==> config.mk <==
export PLATFORM = sky130hd
export DESIGN_NAME = serial_add_seq
export DESIGN_NICKNAME = d
export VERILOG_FILES = /design/src/rtl/serial_add_seq.sv
export SDC_FILE = /design/constraint.sdc
export NUM_CORES = 1
export LEC_CHECK = 0
export CELL_PAD_IN_SITES_DETAIL_PLACEMENT = 1
export CELL_PAD_IN_SITES_GLOBAL_PLACEMENT = 2
export CORE_MARGIN = 5
export CORE_UTILIZATION = 32
export CTS_CLUSTER_SIZE = 28
export DETAILED_ROUTE_END_ITERATION = 10
export MAX_ROUTING_LAYER = met4
export PLACE_DENSITY = 0.86
export SLEW_MARGIN = 20
export SYNTH_ARGS = -nofsm -noshare
export SYNTH_HDL_FRONTEND = slang
export SYNTH_SLANG_ARGS = --single-unit
export TNS_END_PERCENT = 5
==> constraint.sdc <==
create_clock -name clk -period 1.6 [get_ports clk]
set_input_delay 0.32 -clock clk [delete_from_list [all_inputs] [get_ports clk]]
set_output_delay 0.32 -clock clk [all_outputs]
set_load 0.05 [all_outputs]
==> src/rtl/serial_add_seq.sv <==
// Bit-serial adder/subtractor: one full adder processes the operands LSB
// first, one bit per clock, WIDTH cycles per operation.
module serial_add_seq #(
  parameter int WIDTH = 8
) (
  input  logic                     clk,
  input  logic                     rst,
  input  logic                     start,
  input  logic                     op_sub,
  input  logic [WIDTH-1:0]         a,
  input  logic [WIDTH-1:0]         b,
  output logic                     busy,
  output logic                     done,
  output logic [WIDTH-1:0]         sum,
  output logic                     cout,
  output logic [$clog2(WIDTH)-1:0] bit_idx
);

  localparam int CW = $clog2(WIDTH);
  localparam logic [CW-1:0] LAST_BIT = CW'(WIDTH - 1);

  typedef enum logic [1:0] {
    IDLE = 2'd0,
    RUN  = 2'd1,
    DONE = 2'd2
  } state_t;

  state_t            state_q;
  logic              busy_q;
  logic              done_q;
  logic [WIDTH-1:0]  a_q;
  logic [WIDTH-1:0]  b_q;
  logic [WIDTH-1:0]  part_q;
  logic [WIDTH-1:0]  part_d;
  logic [WIDTH-1:0]  sum_q;
  logic              carry_q;
  logic              cout_q;
  logic [CW-1:0]     cnt_q;

  logic ha1_s;
  logic ha1_c;
  logic ha2_c;
  logic fa_s;
  logic fa_c;

  // Single full adder built from two half adders and an OR on the LSBs.
  always_comb begin
    ha1_s  = a_q[0] ^ b_q[0];
    ha1_c  = a_q[0] & b_q[0];
    fa_s   = ha1_s ^ carry_q;
    ha2_c  = ha1_s & carry_q;
    fa_c   = ha1_c | ha2_c;
    part_d = {fa_s, part_q[WIDTH-1:1]};
  end

  // Control FSM plus datapath shift registers; subtraction is a + ~b + 1,
  // so B is inverted at load and the carry is seeded with op_sub.
  always_ff @(posedge clk) begin
    if (rst) begin
      state_q <= IDLE;
      busy_q  <= 1'b0;
      done_q  <= 1'b0;
      a_q     <= '0;
      b_q     <= '0;
      part_q  <= '0;
      sum_q   <= '0;
      carry_q <= 1'b0;
      cout_q  <= 1'b0;
      cnt_q   <= '0;
    end else begin
      case (state_q)
        IDLE, DONE: begin
          if (start) begin
            a_q     <= a;
            b_q     <= op_sub ? ~b : b;
            carry_q <= op_sub;
            cnt_q   <= '0;
            state_q <= RUN;
            busy_q  <= 1'b1;
            done_q  <= 1'b0;
          end else begin
            state_q <= IDLE;
            busy_q  <= 1'b0;
            done_q  <= 1'b0;
          end
        end
        RUN: begin
          a_q     <= a_q >> 1;
          b_q     <= b_q >> 1;
          carry_q <= fa_c;
          part_q  <= part_d;
          if (cnt_q == LAST_BIT) begin
            cnt_q   <= '0;
            sum_q   <= part_d;
            cout_q  <= fa_c;
            state_q <= DONE;
            busy_q  <= 1'b0;
            done_q  <= 1'b1;
          end else begin
            cnt_q   <= cnt_q + CW'(1);
          end
        end
        default: begin
          state_q <= IDLE;
          busy_q  <= 1'b0;
          done_q  <= 1'b0;
          cnt_q   <= '0;
        end
      endcase
    end
  end

  assign busy    = busy_q;
  assign done    = done_q;
  assign sum     = sum_q;
  assign cout    = cout_q;
  assign bit_idx = cnt_q;

endmodule
==> summary.txt <==
Sequential power: 1.07 mW
Top pwr grp: sequential cells
H-tree Lvls: 2
Pwr dens: 954.9 mW/mm2
Synth Flop Type: dfxtp_1
Mapped Nets: 215
Cell count listed in synth_stat.txt: 191
Worst setup startpoint: state_q[0]
Worst-path cell chain: nor2b_4 -> buf_12 -> a22oi_1 -> a21oi_1
Status: completed
FF-to-FF Start: state_q[0]
Number of synthesized flops with an enable pin: 0
Power Total: 2.321 mW
Clk slew on worst S/H paths: 0.08 ns
Avg Cell Area, Syn: 9.892 um2
Max Root-Sink Buffers: 2
Most common cell in the netlist: dfxtp_1
Setup repair bufs after CTS: 0
Skew final: 0.005180 ns
TritonRoute pass-1 iters: 4
Top cells by count: dfxtp_1 (40), nand2_1 (26), a21oi_2 (20), nand3_1 (18), a21oi_1 (17)
Fin. max-slew vios: 0
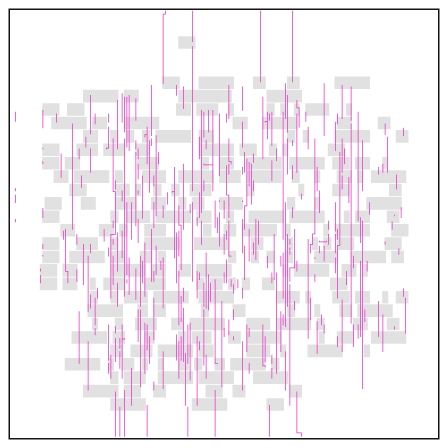
Figure 1: the metal 2 layer.
share of all routed wire: 45%
main direction: vertical
nets with wire on the layer: 207
longest straight run: 40.5 um
wire length on this layer: 1900 um

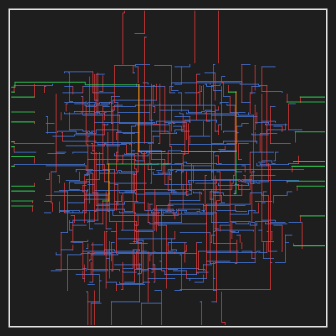
Figure 2: routed metal, one colour a layer.
[metal 2] red | wire length: 1900 um
[metal 1] blue | wire length: 2050 um
[metal 3] green | wire length: 218 um
[metal 4] orange | wire length: 44.9 um
total track usage: 0.1212
Routed WL: 4.209 mm
routed len/inst: 13.98 um
DR vias: 1449

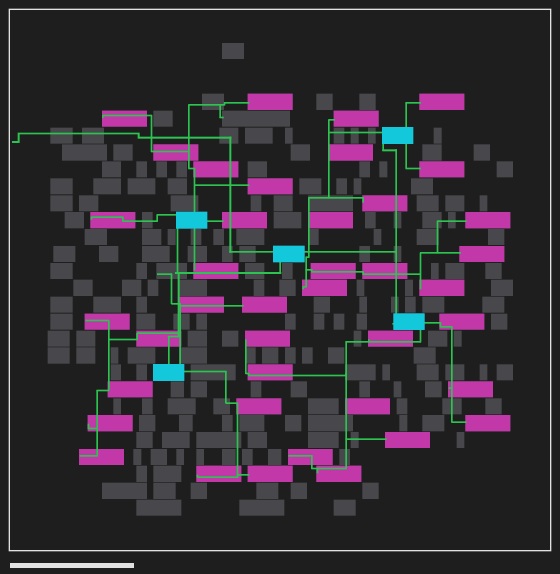
Figure 3: routed clock nets over the placement.
Scale bar: 20 um.
[clock drivers] cyan | count: 5
[flip-flops] magenta | count: 40
[clock wires] green | length: 572 um
routed clock nets: 6

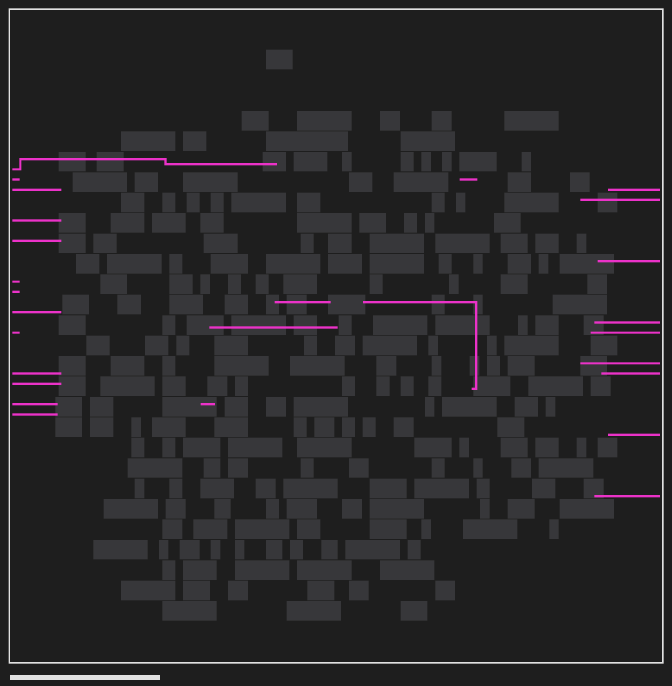
Figure 4: signal wires on met3.
Scale bar: 20 um.
nets with wire on the layer: 23
share of all routed wire: 5.2%
longest straight run: 19.3 um
wire length on this layer: 218 um
main direction: horizontal

Power is estimated from default activity; no workload was simulated.
